==> config.mk <==
export PLATFORM = sky130hd
export DESIGN_NAME = key_repeat_conditioner
export DESIGN_NICKNAME = d
export VERILOG_FILES = /design/src/rtl/key_repeat_conditioner.sv
export SDC_FILE = /design/constraint.sdc
export NUM_CORES = 1
export LEC_CHECK = 0
export CAP_MARGIN = 20
export CORE_ASPECT_RATIO = 2
export CORE_UTILIZATION = 55
export CTS_CLUSTER_SIZE = 16
export DETAILED_ROUTE_END_ITERATION = 10
export HOLD_SLACK_MARGIN = 0.08
export MAX_ROUTING_LAYER = met4
export PLACE_DENSITY = 0.73
export RECOVER_POWER = 100
export SYNTH_ARGS = -nofsm -noshare
export SYNTH_HDL_FRONTEND = slang
export SYNTH_SLANG_ARGS = --single-unit
export TNS_END_PERCENT = 50
==> constraint.sdc <==
create_clock -name clk -period 7.1 [get_ports clk]
set_input_delay 1.065 -clock clk [delete_from_list [all_inputs] [get_ports clk]]
set_output_delay 1.065 -clock clk [all_outputs]
set_load 0.005 [all_outputs]
==> src/rtl/key_repeat_conditioner.sv <==
// ---------------------------------------------------------------------------
// key_repeat_conditioner
//
// Turns N raw key-held levels from the PS/2 decoder into one-cycle action
// pulses for game control. Each key gets a press pulse and, when its
// repeat_mask bit is set, delayed auto-repeat (DAS delay, then one repeat
// every ARR ticks). Timing uses a shared, free-running prescaler tick.
//
// Ports:
//   clk          system clock
//   clrn         asynchronous active-low reset
//   key_level    raw key-held levels, asynchronous to clk
//   repeat_mask  1 = key auto-repeats while held, 0 = press pulse only
//   enable       0 = suppress all pulses and return every channel to IDLE
//   key_pulse    one-cycle action pulses (registered)
//   key_held     synchronised (optionally glitch-filtered) key levels
//   tick         one-cycle pulse every TICK_DIV cycles
//
// Optional build macro: KEY_GLITCH_FILTER_EN
//   Adds a 3-deep history after the synchroniser; key_held only changes
//   once the synchroniser output and all history bits agree. This adds
//   3 cycles of latency and rejects level pulses shorter than 4 cycles.
//
// Per-channel states:
//   state    | meaning
//   ---------+-------------------------------------------------------------
//   S_IDLE   | key released (or enable low); waiting for a fresh press edge
//   S_DELAY  | press pulse sent; counting DAS ticks before the first repeat
//   S_REPEAT | auto-repeating; one pulse every ARR ticks while held
// ---------------------------------------------------------------------------
module key_repeat_conditioner #(
    parameter int NUM_KEYS  = 5,
    parameter int TICK_DIV  = 100000,
    parameter int DAS_TICKS = 170,
    parameter int ARR_TICKS = 50
) (
    input  logic                clk,
    input  logic                clrn,
    input  logic [NUM_KEYS-1:0] key_level,
    input  logic [NUM_KEYS-1:0] repeat_mask,
    input  logic                enable,
    output logic [NUM_KEYS-1:0] key_pulse,
    output logic [NUM_KEYS-1:0] key_held,
    output logic                tick
);

    localparam int MAX_TICKS = (DAS_TICKS > ARR_TICKS) ? DAS_TICKS : ARR_TICKS;
    localparam int CNT_W     = $clog2(MAX_TICKS + 1);
    localparam int PRE_W     = $clog2(TICK_DIV);

    typedef logic [CNT_W-1:0] cnt_t;
    // One extra bit so the incremented count never wraps before the compare.
    typedef logic [CNT_W:0]   cnt_ext_t;
    typedef logic [PRE_W-1:0] pre_t;

    localparam cnt_ext_t DAS_LIM  = cnt_ext_t'(DAS_TICKS);
    localparam cnt_ext_t ARR_LIM  = cnt_ext_t'(ARR_TICKS);
    localparam cnt_t     DAS_HOLD = cnt_t'(DAS_TICKS);
    localparam pre_t     PRE_LAST = pre_t'(TICK_DIV - 1);

    typedef enum logic [1:0] {
        S_IDLE   = 2'd0,
        S_DELAY  = 2'd1,
        S_REPEAT = 2'd2
    } state_t;

    // ------------------------------------------------------------------
    // Prescaler: free-running, independent of enable.
    // ------------------------------------------------------------------
    pre_t presc;

    always_ff @(posedge clk or negedge clrn) begin
        if (!clrn) begin
            presc <= '0;
            tick  <= 1'b0;
        end else if (presc == PRE_LAST) begin
            presc <= '0;
            tick  <= 1'b1;
        end else begin
            presc <= presc + 1'b1;
            tick  <= 1'b0;
        end
    end

    // ------------------------------------------------------------------
    // Synchroniser and edge history. These keep running while enable is
    // low so that a key already held when enable rises shows no edge.
    // ------------------------------------------------------------------
    logic [NUM_KEYS-1:0] sync1;
    logic [NUM_KEYS-1:0] sync2;
    logic [NUM_KEYS-1:0] held_prev;
    logic [NUM_KEYS-1:0] rise;

    always_ff @(posedge clk or negedge clrn) begin
        if (!clrn) begin
            sync1     <= '0;
            sync2     <= '0;
            held_prev <= '0;
        end else begin
            sync1     <= key_level;
            sync2     <= sync1;
            held_prev <= key_held;
        end
    end

`ifdef KEY_GLITCH_FILTER_EN
    logic [NUM_KEYS-1:0] hist0;
    logic [NUM_KEYS-1:0] hist1;
    logic [NUM_KEYS-1:0] hist2;
    logic [NUM_KEYS-1:0] all_one;
    logic [NUM_KEYS-1:0] all_zero;

    always_ff @(posedge clk or negedge clrn) begin
        if (!clrn) begin
            hist0 <= '0;
            hist1 <= '0;
            hist2 <= '0;
        end else begin
            hist0 <= sync2;
            hist1 <= hist0;
            hist2 <= hist1;
        end
    end

    assign all_one  = sync2 & hist0 & hist1 & hist2;
    assign all_zero = ~(sync2 | hist0 | hist1 | hist2);

    // held_prev doubles as the filter's memory: the filtered level only
    // moves when the window is unanimous, otherwise it holds its last value.
    // Resolving the agreement combinationally keeps the added latency to
    // exactly the 3 history stages.
    assign key_held = all_one | (held_prev & ~all_zero);
`else
    assign key_held = sync2;
`endif

    assign rise = key_held & ~held_prev;

    // ------------------------------------------------------------------
    // Per-channel DAS/ARR state machines.
    // ------------------------------------------------------------------
    state_t              st      [NUM_KEYS];
    state_t              st_nxt  [NUM_KEYS];
    cnt_t                cnt     [NUM_KEYS];
    cnt_t                cnt_nxt [NUM_KEYS];
    cnt_ext_t            cnt_inc [NUM_KEYS];
    logic [NUM_KEYS-1:0] pulse_nxt;

    always_ff @(posedge clk or negedge clrn) begin
        if (!clrn) begin
            for (int i = 0; i < NUM_KEYS; i++) begin
                st[i]  <= S_IDLE;
                cnt[i] <= '0;
            end
            key_pulse <= '0;
        end else begin
            for (int i = 0; i < NUM_KEYS; i++) begin
                st[i]  <= st_nxt[i];
                cnt[i] <= cnt_nxt[i];
            end
            key_pulse <= pulse_nxt;
        end
    end

    always_comb begin
        for (int i = 0; i < NUM_KEYS; i++) begin
            cnt_inc[i] = {1'b0, cnt[i]} + 1'b1;
        end
    end

    always_comb begin
        pulse_nxt = '0;
        for (int i = 0; i < NUM_KEYS; i++) begin
            st_nxt[i]  = st[i];
            cnt_nxt[i] = cnt[i];
        end

        for (int i = 0; i < NUM_KEYS; i++) begin
            if (!enable) begin
                st_nxt[i]  = S_IDLE;
                cnt_nxt[i] = '0;
            end else begin
                case (st[i])
                    S_IDLE: begin
                        if (rise[i]) begin
                            pulse_nxt[i] = 1'b1;
                            st_nxt[i]    = S_DELAY;
                            cnt_nxt[i]   = '0;
                        end
                    end

                    S_DELAY: begin
                        // Release is checked first so it beats a same-cycle expiry.
                        if (!key_held[i]) begin
                            st_nxt[i]  = S_IDLE;
                            cnt_nxt[i] = '0;
                        end else if (tick) begin
                            if (cnt_inc[i] >= DAS_LIM) begin
                                if (repeat_mask[i]) begin
                                    pulse_nxt[i] = 1'b1;
                                    st_nxt[i]    = S_REPEAT;
                                    cnt_nxt[i]   = '0;
                                end else begin
                                    // Non-repeating key: park at the limit so the
                                    // counter cannot wrap during a long hold.
                                    cnt_nxt[i] = DAS_HOLD;
                                end
                            end else begin
                                cnt_nxt[i] = cnt_inc[i][CNT_W-1:0];
                            end
                        end
                    end

                    S_REPEAT: begin
                        if (!key_held[i]) begin
                            st_nxt[i]  = S_IDLE;
                            cnt_nxt[i] = '0;
                        end else if (tick) begin
                            if (cnt_inc[i] >= ARR_LIM) begin
                                // Mask is live: a cleared bit silences repeats but
                                // the channel stays here until the key is released.
                                pulse_nxt[i] = repeat_mask[i];
                                cnt_nxt[i]   = '0;
                            end else begin
                                cnt_nxt[i] = cnt_inc[i][CNT_W-1:0];
                            end
                        end
                    end

                    default: begin
                        st_nxt[i]  = S_IDLE;
                        cnt_nxt[i] = '0;
                    end
                endcase
            end
        end
    end

endmodule

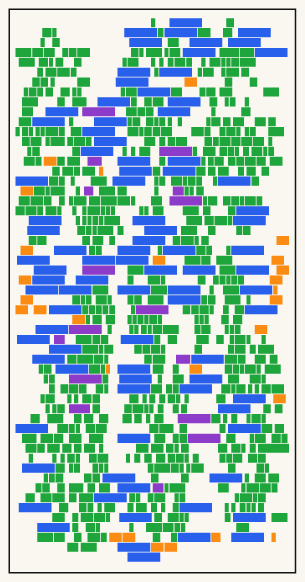
(cell classes on the final placement)
Key: purple = clock drivers and dummy loads [cells 16, share of their area 4.4%]; blue = registers [cells 88, share of their area 33%]; green = remaining logic cells [cells 609, share of their area 59%]; orange = remaining buffers and delay cells [cells 27, share of their area 3.6%]
design area: 6900 sq um
CORE AREA: 11300 sq um
fraction of area in registers: 0.319
# rows: 55
final core utilization: 0.611

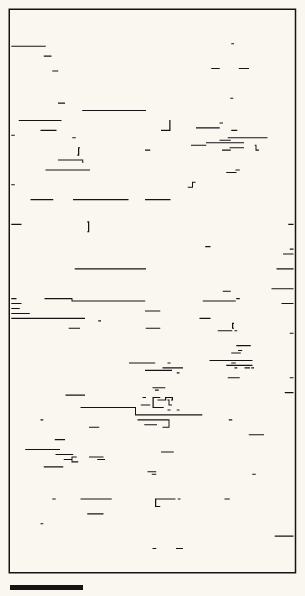
(met3 routing)
Bar = 20 microns.
85 nets have wire on it. The layer carries 502 microns of wire. The longest straight run is 20.0 microns. The wires run mostly horizontal.
met3 capacity usage during global routing: 0.0360
final wirelength: 15.0 mm
DR vias: 5698

==> flow_metrics.env <==
# implementation run metrics
export IMPL_cap_violations=0
export IMPL_ctsResizeCount=0
export IMPL_syn_inst=737
export IMPL_top_usage_layer="met2"
export IMPL_place_area_sq_um=6630
export IMPL_root_buffer="clkbuf_16"
export IMPL_cp_endpoint="cnt[27]"
export IMPL_tap_cells=142
export IMPL_min_period_ns=4.21
export IMPL_cts_clk_slew_worst_paths_ns=0.07
export IMPL_wl_per_cell_microns=17.0
export IMPL_syn_cell_area_sq_um=6390
export IMPL_layout_nonclk_buf_frac=0.0352
export IMPL_drt_iter0_drc=367
export IMPL_crit_start="enable"
export IMPL_r2r_start="cnt[8]"
export IMPL_fp_nets=787
export IMPL_postLayoutSetupSlackWorst_ns=2.89
export IMPL_skew_ns=0.00931
export IMPL_worstMarginPinSlew_ns=1.22
export IMPL_final_setup_viol_count=0
export IMPL_r2r_slack_ns=3.97
export IMPL_vdd_drop_max_mv=0.180
export IMPL_htreeDepth=3
export IMPL_powerDensity_nw_per_um2=178
export IMPL_cpPeakStageDelay_ns=0.89
export IMPL_slew_violations=0
export IMPL_outcome="complete, no violations"
export IMPL_syn_area_per_cell_sq_um=8.67
export IMPL_port_buffers=23
export IMPL_power_switching_uw=377
export IMPL_hold_path_depth=0
export IMPL_cts_buffer_depth=2
export IMPL_rsz0062_at_grt="no"
export IMPL_drc=0
export IMPL_fill_cells=1005
export IMPL_numPlacedInstances=865
export IMPL_dominant_cells="combinational gates"
export IMPL_edf_count=0
export IMPL_ys_ff=88
export IMPL_hold_path_end="key_held[4]"
export IMPL_numClockSinks=88
export IMPL_ant_nets=0
export IMPL_dieWidth_microns=78.2
export IMPL_place_ws_ns=3.18
export IMPL_seqCellArea_sq_um=2200
export IMPL_grt_util_met1=0.283
export IMPL_p_seq_frac=0.441
export IMPL_maxPowerGroup="registers"
export IMPL_worstSetupPathType="in -> reg"
export IMPL_combinationalPowerShare=0.173
export IMPL_antenna_found_initial=0
export IMPL_synth_warnings=0
export IMPL_dpl_hpwl_mm=11.0
export IMPL_largest_reg_flops=40
export IMPL_cts_buffers=9
export IMPL_cts_hold_buf=0
export IMPL_chipArea_sq_um=12100
export IMPL_drive_gt1_frac=0.0595
export IMPL_dr_pass1_iters=5
export IMPL_pwr_share_clk=0.386
export IMPL_grt_first_pass_wirelength_mm=25.3
export IMPL_worstPathBufferInverterCount=3
export IMPL_reg2reg_depth=8
export IMPL_pg_comb_uw=211
export IMPL_cts_tree="yes"
export IMPL_tns_ns=0
export IMPL_die_h_microns=154
export IMPL_timing_slew_headroom=0.187
export IMPL_grt_total_usage=0.268
export IMPL_fmax_mhz=238
logic make-up after synthesis:
logic type	after synthesis	share of synthesized area
adder cells (fa/ha/maj)	37	0.0724
buffers and inverters	77	0.0517
XOR/XNOR	18	0.0247
multiplexers	21	0.0344
AND-OR/OR-AND	193	0.220
AND/OR/NAND/NOR	303	0.253
flip-flops	88	0.344
metal layers:
metal | vias to the layer above | wire [microns] | share of wire
met1 | 2756 | 5790 | 0.39
met3 | 56 | 502 | 0.033
met4 | 0 | 622 | 0.041
li1 | 2710 | - | -
met2 | 176 | 8080 | 0.54
met5 | - | 0 | 0
synthesized netlist by cell type, types with 4 or more instances:
cell type / n / area (sq um)
dfrtp_1: 88 / 2200
nand2_1: 86 / 323
nor2_1: 42 / 158
ha_1: 37 / 463
inv_1: 37 / 139
nand3_1: 36 / 180
a21oi_1: 29 / 145
o21ai_0: 25 / 125
and3_1: 20 / 125
nand4_1: 19 / 119
buf_2: 17 / 85.1
clkbuf_1: 17 / 63.8
mux2i_1: 16 / 160
nand2b_1: 16 / 100
and2_1: 15 / 93.8
a31oi_1: 14 / 87.6
nor3_1: 13 / 65.1
o211ai_1: 12 / 90.1
nor2b_1: 11 / 68.8
xnor2_1: 11 / 96.3
a22oi_1: 9 / 67.6
a211oi_1: 7 / 52.6
a21boi_0: 7 / 52.6
a22o_1: 7 / 61.3
o21bai_1: 7 / 52.6
or2_2: 7 / 43.8
xor2_1: 7 / 61.3
a21o_1: 6 / 45.0
o2111ai_1: 6 / 52.6
o31ai_1: 6 / 45.0
a31o_2: 5 / 43.8
a32o_1: 5 / 50.1
and4b_1: 5 / 50.1
buf_4: 5 / 37.5
a211o_1: 4 / 35.0
mux2_2: 4 / 45.0
nand3b_1: 4 / 30.0
nor4_1: 4 / 25.0
